**src/rtl/tdm_demux4.sv**
```systemverilog
// tdm_demux4: receive side of a four-slot TDM serial link.
// Follows the frame-sync marker to track the slot index. Steers each
// accepted bit into its slot register. Publishes the reassembled 4-bit
// frame with a one-cycle valid strobe.
module tdm_demux4 #(
    parameter bit REQ_SYNC = 1'b0
) (
    input  logic       clk,
    input  logic       rst,
    input  logic       din,
    input  logic       en,
    input  logic       sync,
    output logic       d0,
    output logic       d1,
    output logic       d2,
    output logic       d3,
    output logic       valid,
    output logic [1:0] sel,
    output logic       locked,
    output logic       err
);

    typedef enum logic {
        HUNT   = 1'b0,
        LOCKED = 1'b1
    } state_t;

    state_t     state_r, state_s;
    logic [1:0] sel_r, sel_s;
    logic [2:0] shadow_r, shadow_s;   // bit i holds slot i of the frame in progress
    logic [3:0] dout_r, dout_s;       // bit i drives d<i>
    logic       valid_r, valid_s;
    logic       err_r, err_s;
    logic       locked_r, locked_s;

    // Next-state, slot steering, frame completion and error detection
    always_comb begin
        state_s  = state_r;
        sel_s    = sel_r;
        shadow_s = shadow_r;
        dout_s   = dout_r;
        valid_s  = 1'b0;
        err_s    = 1'b0;
        if (en) begin
            case (state_r)
                HUNT: begin
                    if (sync) begin
                        shadow_s[0] = din;
                        sel_s       = 2'd1;
                        state_s     = LOCKED;
                    end else begin
                        // Unframed bits are dropped while hunting
                        sel_s = 2'd0;
                    end
                end
                LOCKED: begin
                    if (sync && (sel_r != 2'd0)) begin
                        // Early sync: abandon the partial frame and restart at slot 0
                        err_s       = 1'b1;
                        shadow_s[0] = din;
                        sel_s       = 2'd1;
                    end else if (!sync && (sel_r == 2'd0) && (REQ_SYNC == 1'b1)) begin
                        // Missing sync where it is mandatory: drop the bit and re-hunt
                        err_s   = 1'b1;
                        sel_s   = 2'd0;
                        state_s = HUNT;
                    end else begin
                        case (sel_r)
                            2'd0: shadow_s[0] = din;
                            2'd1: shadow_s[1] = din;
                            2'd2: shadow_s[2] = din;
                            default: begin
                                // Slot 3 closes the frame
                                dout_s  = {din, shadow_r[2], shadow_r[1], shadow_r[0]};
                                valid_s = 1'b1;
                            end
                        endcase
                        sel_s = sel_r + 2'd1;
                    end
                end
                default: begin
                    state_s = HUNT;
                    sel_s   = 2'd0;
                end
            endcase
        end else begin
            // Idle cycle: everything holds, strobes fall back to 0
            state_s = state_r;
        end
        locked_s = (state_s == LOCKED);
    end

    // State and output registers with synchronous reset
    always_ff @(posedge clk) begin
        if (rst) begin
            state_r  <= HUNT;
            sel_r    <= 2'd0;
            shadow_r <= 3'd0;
            dout_r   <= 4'd0;
            valid_r  <= 1'b0;
            err_r    <= 1'b0;
            locked_r <= 1'b0;
        end else begin
            state_r  <= state_s;
            sel_r    <= sel_s;
            shadow_r <= shadow_s;
            dout_r   <= dout_s;
            valid_r  <= valid_s;
            err_r    <= err_s;
            locked_r <= locked_s;
        end
    end

    assign d0     = dout_r[0];
    assign d1     = dout_r[1];
    assign d2     = dout_r[2];
    assign d3     = dout_r[3];
    assign valid  = valid_r;
    assign sel    = sel_r;
    assign locked = locked_r;
    assign err    = err_r;

endmodule

```
**config.mk**
```make
export PLATFORM = sky130hd
export DESIGN_NAME = tdm_demux4
export DESIGN_NICKNAME = d
export VERILOG_FILES = /design/src/rtl/tdm_demux4.sv
export SDC_FILE = /design/constraint.sdc
export NUM_CORES = 1
export LEC_CHECK = 0
export ABC_AREA = 1
export ABC_CLOCK_PERIOD_IN_PS = 1620
export CAP_MARGIN = 20
export CORE_MARGIN = 5
export CORE_UTILIZATION = 35
export CTS_CLUSTER_SIZE = 16
export DETAILED_ROUTE_END_ITERATION = 16
export GPL_TIMING_DRIVEN = 0
export HOLD_SLACK_MARGIN = 0.1
export MAX_ROUTING_LAYER = met4
export PLACE_DENSITY_LB_ADDON = 0.1
export SYNTH_ARGS = -nofsm -noshare
export SYNTH_HDL_FRONTEND = slang
export SYNTH_SLANG_ARGS = --single-unit
export TNS_END_PERCENT = 10
```
**constraint.sdc**
```tcl
create_clock -name clk -period 1.62 [get_ports clk]
set_input_delay 0.243 -clock clk [delete_from_list [all_inputs] [get_ports clk]]
set_output_delay 0.243 -clock clk [all_outputs]
set_load 0.005 [all_outputs]
```
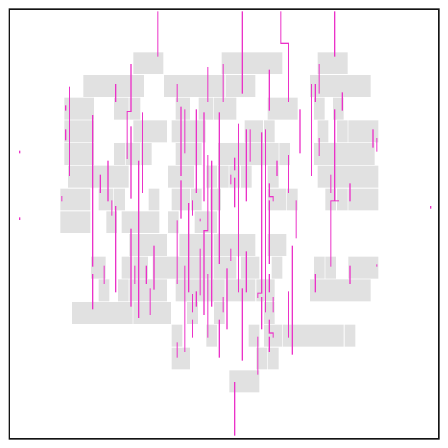
*The metal 2 layer, run 1*
Cells faint in the background.
main direction	vertical
wire length on this layer	545 um
longest straight run	21.8 um

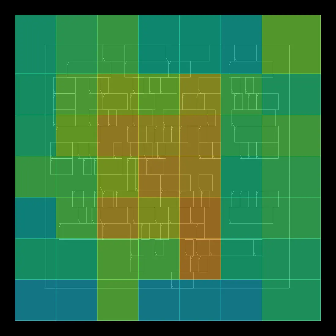
*Routing congestion, run 1*
aggregate global-route resource usage: 10.6%
post-route core utilization: 46.9%
GRT met3 Usage: 2.62%
met1 capacity usage during global routing: 11.9%
average routed wire per standard cell: 10.3 um

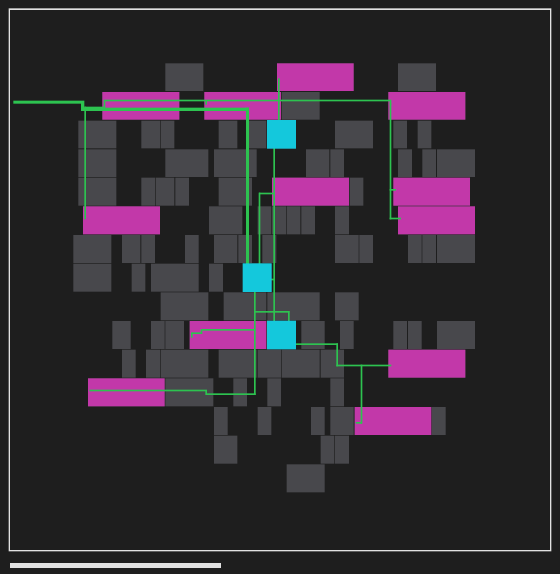
*Routed clock nets over the placement, run 1*
Bar = 20 um.
[flip-flops] magenta | count: 12
[clock-net drivers] cyan | count: 3
[clock wires] green | length: 181 um
routed clock nets	4
reported clock group power: 0.000237 W
final worst clock skew: 7.44 ps
clock network power share: 38.3%

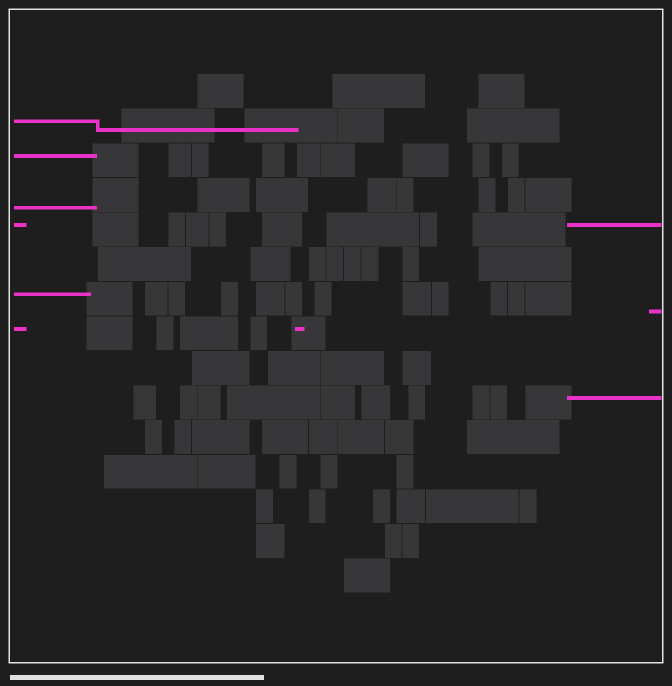
*The metal 3 layer, run 1*
Bar = 20 um. Cells faint in the background.
wire length on this layer	57.5 um
nets with wire on the layer	9
main direction	horizontal
via count: 503
Post-Route WL: 1140 um

==> run notes, run 1 <==
Main metrics from the flow reports.

The pin slew with the least headroom to its limit is 215 ps. The OpenROAD report gives the critical path a required time of 1380 ps. The initial antenna violation count is 0. The register bit total from synthesis is 12. The die extent in y is 51.3 um. The leakage dissipation came out at 0.330 nW. The post-synthesis net count is 86. Per the CTS log, the maximum H-tree level is 1. The synthesized instance count came out at 77. The clock root buffer is sky130_fd_sc_hd__clkbuf_4. The final tally of setup violations is 0.

The clock-pin slew on the worst setup and hold paths came out at 70 ps. The cell area after technology mapping came out at 596 sq um. STA classifies the critical path startpoint as a register. Of all nets on the critical path, the largest fanout is 6. The top cell types in the final layout, fill and taps aside, are sky130_fd_sc_hd__nand2_1 (16), sky130_fd_sc_hd__clkdlybuf4s50_1 (13), sky130_fd_sc_hd__dfxtp_1 (12).

The run finished with clean final reports. The maximum frequency from static timing analysis came out at 0.677 GHz. The die width came out at 51.3 um. The remaining routing DRC violations came out at 0.

The worst hold path belongs to the class reg -> reg. The fraction of final layout cells with drive strength greater than 1 is 16.0%. In this design, the stage delay of the slowest critical-path cell is 540 ps. The post-detailed-route via-to-cell ratio came out at 4.53.
-- run 1: through the flow --
step	instance area, sq um	total power (W)	hold slack [ps]	std cells	util (%)
final	783	0.000618	483	111	46.9
after global routing	783	0.000651	516	111	46.9
after CTS	783	0.000629	487	111	46.9
after detailed placement	747	0.000389	471	107	44.7
after global placement	747	0.000388	463	107	44.7
after floorplan	596	0.000359	312	77	-
-- run 1: where the power goes --
part / internal, W / switching (W)
Sequential: 0.000302 / 0.00000701
Combinational: 0.0000327 / 0.0000398
Clock: 0.000136 / 0.000101
Total: 0.000471 / 0.000147
-- run 1: worst paths after layout --
kind	start	end	slack, ps	cells past startpoint
max reg2reg	sel[0]$_SDFFE_PP0P_	shadow_r[2]$_SDFFE_PP0P_	310	9
max	sel[0]$_SDFFE_PP0P_	sel[0]	140	1
min	dout_r[3]$_SDFFE_PP0P_	dout_r[3]$_SDFFE_PP0P_	480	2
min reg2reg	dout_r[3]$_SDFFE_PP0P_	dout_r[3]$_SDFFE_PP0P_	480	2
-- run 1: synthesized netlist by cell type --
| master | count | area, sq um |
|---|---|---|
| sky130_fd_sc_hd__nand4_1 | 6 | 37.5 |
| sky130_fd_sc_hd__nand2_1 | 16 | 60.1 |
| sky130_fd_sc_hd__buf_6 | 1 | 11.3 |
| sky130_fd_sc_hd__o21ai_2 | 1 | 8.76 |
| sky130_fd_sc_hd__nand2_2 | 1 | 6.26 |
| sky130_fd_sc_hd__inv_1 | 11 | 41.3 |
| sky130_fd_sc_hd__dfxtp_1 | 12 | 240 |
| sky130_fd_sc_hd__nor2_1 | 10 | 37.5 |
| sky130_fd_sc_hd__a21oi_1 | 3 | 15.0 |
| sky130_fd_sc_hd__ha_1 | 4 | 50.1 |
| sky130_fd_sc_hd__clkinv_4 | 1 | 8.76 |
| sky130_fd_sc_hd__nand3_2 | 2 | 20.0 |
| sky130_fd_sc_hd__nor2_4 | 1 | 11.3 |
| sky130_fd_sc_hd__nor2_2 | 2 | 12.5 |
| sky130_fd_sc_hd__inv_2 | 1 | 3.75 |
| sky130_fd_sc_hd__nand3_1 | 2 | 10.0 |
| sky130_fd_sc_hd__nor3_1 | 2 | 10.0 |
| sky130_fd_sc_hd__nand2_4 | 1 | 11.3 |
-- run 1: per-layer routing --
| metal | global-route usage [%] | vias to the layer above | wire, um |
|---|---|---|---|
| met1 | 11.9 | 217 | 520 |
| li1 | - | 275 | - |
| met5 | - | - | 0 |
| met3 | 2.62 | 2 | 57 |
| met4 | 7.86 | 0 | 15 |
| met2 | 16.1 | 9 | 544 |
-- run 1: sequential cells by signal, summed over array words and instances (netlist names) --
register	cells
dout_r	4
err	1
locked	1
sel	2
shadow_r	3
valid	1
-- run 1: logic make-up after synthesis --
logic type,share of synthesized area [%]
buffers and inverters,10.9
AND-OR/OR-AND,3.99
AND/OR/NAND/NOR,36.3
adder cells (fa/ha/maj),8.40
flip-flops,40.3
-- run 1: final cells by class --
type	instances	area [sq um]
buffer	1	11.3
sequential	12	240
multi-input combinational	51	290
tap	17	21.3
timing repair buffer	13	130
inverter	13	53.8
fill	173	887
clock buffer	4	36.3
### Routed metal, one colour a layer, run 1

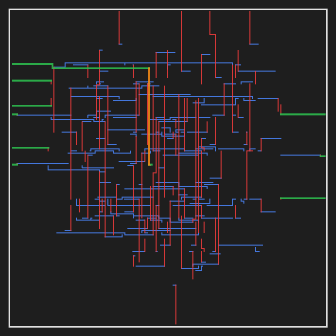

--- run 2 (diff from run 1) ---
--- a/config.mk
+++ b/config.mk
@@ -8,8 +8,10 @@
 export ABC_AREA = 1
 export ABC_CLOCK_PERIOD_IN_PS = 1620
 export CAP_MARGIN = 20
+export CELL_PAD_IN_SITES_DETAIL_PLACEMENT = 1
+export CELL_PAD_IN_SITES_GLOBAL_PLACEMENT = 2
 export CORE_MARGIN = 5
-export CORE_UTILIZATION = 35
+export CORE_UTILIZATION = 26
 export CTS_CLUSTER_SIZE = 16
 export DETAILED_ROUTE_END_ITERATION = 16
 export GPL_TIMING_DRIVEN = 0
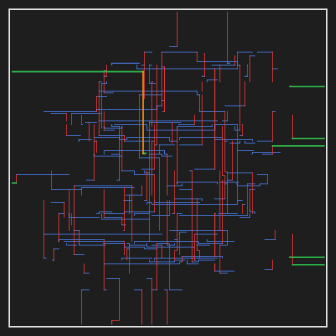
*Routed metal, one colour a layer, run 2*
layer	colour	wire length
M4	orange	15.0 um
M3	green	58.2 um
M2	red	677 um
M1	blue	695 um
aggregate global-route resource usage: 10.7%
average routed wire per standard cell: 11.9 um

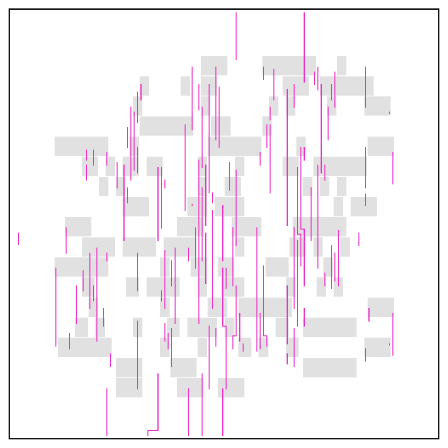
*The metal 2 layer, run 2*
Cells faint in the background.
wire length on this layer	677 um
share of all routed wire	47%
longest straight run	22.1 um
nets with wire on the layer	84

==> run 2 against run 1 <==
First-iteration DRC count stayed put. Power is 7.9% lower. Utilization is 11 points lower. Final cell count is 9.0% higher. Synthesized area stayed put. Critical endpoint unchanged. Non-clock buffer count stayed put. Sequential power hardly changed.
==> run notes, run 2 <==
Main metrics from the flow reports.

The stage delay of the slowest cell on the critical path is 540 ps (about the same). The switching power summed over all nets is 0.000149 W (+1.3%). The vias after detailed routing is 534 (+6.2%). The post-synthesis async set-or-reset flop share came out at 0% (unchanged). The portion of total power attributed to combinational logic is 13.3% (+1.6 points). The post-synthesis net count came out at 86 (unchanged). The number of flip-flops under the largest register name came out at 4 (unchanged). The tightest min-delay check is of the reg -> reg type. The number of gates on the worst path with buffers counted came out at 1 (unchanged). The post-synth tally of flip-flops with integrated enable came out at 0 (unchanged). The number of levels in the clock H-tree came to 1 (unchanged). The total area of sequential cells came to 240 sq um (unchanged). The run finished with clean final reports. The remaining routing DRC violations is 0 (unchanged). The library cells used most frequently in the layout, excluding fill and tap cells, are sky130_fd_sc_hd__nand2_1 (16), sky130_fd_sc_hd__clkdlybuf4s50_1 (13), sky130_fd_sc_hd__dfxtp_1 (12). The proportion of total power due to net switching is 26.2% (+2.4 points).

The final tally of setup violations came to 0 (unchanged). Among all flip-flop cells after synthesis, the most frequent one is sky130_fd_sc_hd__dfxtp_1. The pin slew with the least headroom to its limit came out at 241 ps (+26.3 ps). The clock-pin slew on the worst setup and hold paths was 70 ps (about the same). The register bit total from synthesis came out at 12 (unchanged). By area the synthesized netlist is led by sky130_fd_sc_hd__dfxtp_1 (40%), sky130_fd_sc_hd__nand2_1 (10%), sky130_fd_sc_hd__ha_1 (8.4%). The share of total power in sequential cells is 54.3% (+4.4 points). The type of origin of the critical path is a register.

The cell-internal power came to 0.000420 W (-11%). The instance count along the most critical hold path came to 2 (unchanged). The maximum frequency from static timing analysis is 0.675 GHz (-0.41%). The die extent in y is 57.9 um (+13%). Looking at the gate-level netlist, the highest instance count belongs to sky130_fd_sc_hd__nand2_1. The number of fillers in the final layout is 272 (+57%). The number of cells on the worst reg-to-reg path is 9 (unchanged). The die width is 57.9 um (+13%).
==> run 2: kinds of logic (layout without fill, tap and decap cells) <==
kind of cell / after synthesis / after routing / share of synthesized area (%)
AOI/OAI and AO/OA: 4 / 4 / 3.99
adders and majority gates: 4 / 4 / 8.40
buffers and inverters: 14 / 30 / 10.9
DFF: 12 / 12 / 40.3
and+or+nand+nor: 43 / 43 / 36.3
==> run 2: power by group through the flow <==
stage / Combinational, W / Clock (W) / Sequential [W]
6_report: 0.0000757 / 0.000185 / 0.000309
5_1_grt: 0.0000854 / 0.000217 / 0.000311
4_1_cts: 0.0000765 / 0.000195 / 0.000309
3_5_place_dp: 0.0000759 / 0 / 0.000316
3_3_place_gp: 0.0000748 / 0 / 0.000316
2_1_floorplan: 0.0000434 / 0 / 0.000315
==> run 2: worst min-delay path, delay by kind of cell, from the launching register on <==
| family | cells | cell delay (ps) |
|---|---|---|
| flops | 1 | 310 |
| simple gates | 2 | 140 |
==> run 2: layer usage <==
layer  vias to the layer above  global-route usage, %  share of wire, %
met5                         -                      -                 0
met4                         0                   5.96              0.97
met3                         2                   2.90               4.0
met2                         7                   15.8                47
met1                       250                   13.0                48
li1                        275                      -                 -
==> run 2: cell type report <==
cell class,instances,share of cell area (%)
Buffer,1,1.44
Clock buffer,3,2.88
Inverter,13,6.87
Multi-Input combinational cell,51,37.1
Sequential cell,12,30.7
Tap cell,28,4.47
Timing Repair Buffer,13,16.6
==> run 2: stage by stage <==
| step | total power [W] | cells | hold WS [ps] | cell area, sq um |
|---|---|---|---|---|
| 2_1_floorplan | 0.000359 | 77 | 312 | 596 |
| 3_3_place_gp | 0.000391 | 118 | 463 | 761 |
| 3_5_place_dp | 0.000392 | 118 | 477 | 761 |
| 4_1_cts | 0.000581 | 121 | 492 | 783 |
| 5_1_grt | 0.000613 | 121 | 514 | 783 |
| 6_report | 0.000569 | 121 | 488 | 783 |
==> run 2: final timing paths <==
kind	slack, ps	to	start
hold / removal	490	dout_r[0]$_SDFFE_PP0P_	dout_r[0]$_SDFFE_PP0P_
setup reg to reg	290	shadow_r[2]$_SDFFE_PP0P_	sel[0]$_SDFFE_PP0P_
setup / recovery	140	sel[0]	sel[0]$_SDFFE_PP0P_
hold reg to reg	490	dout_r[0]$_SDFFE_PP0P_	dout_r[0]$_SDFFE_PP0P_
Power figures rest on the tool's default switching activity, not on a simulated workload.
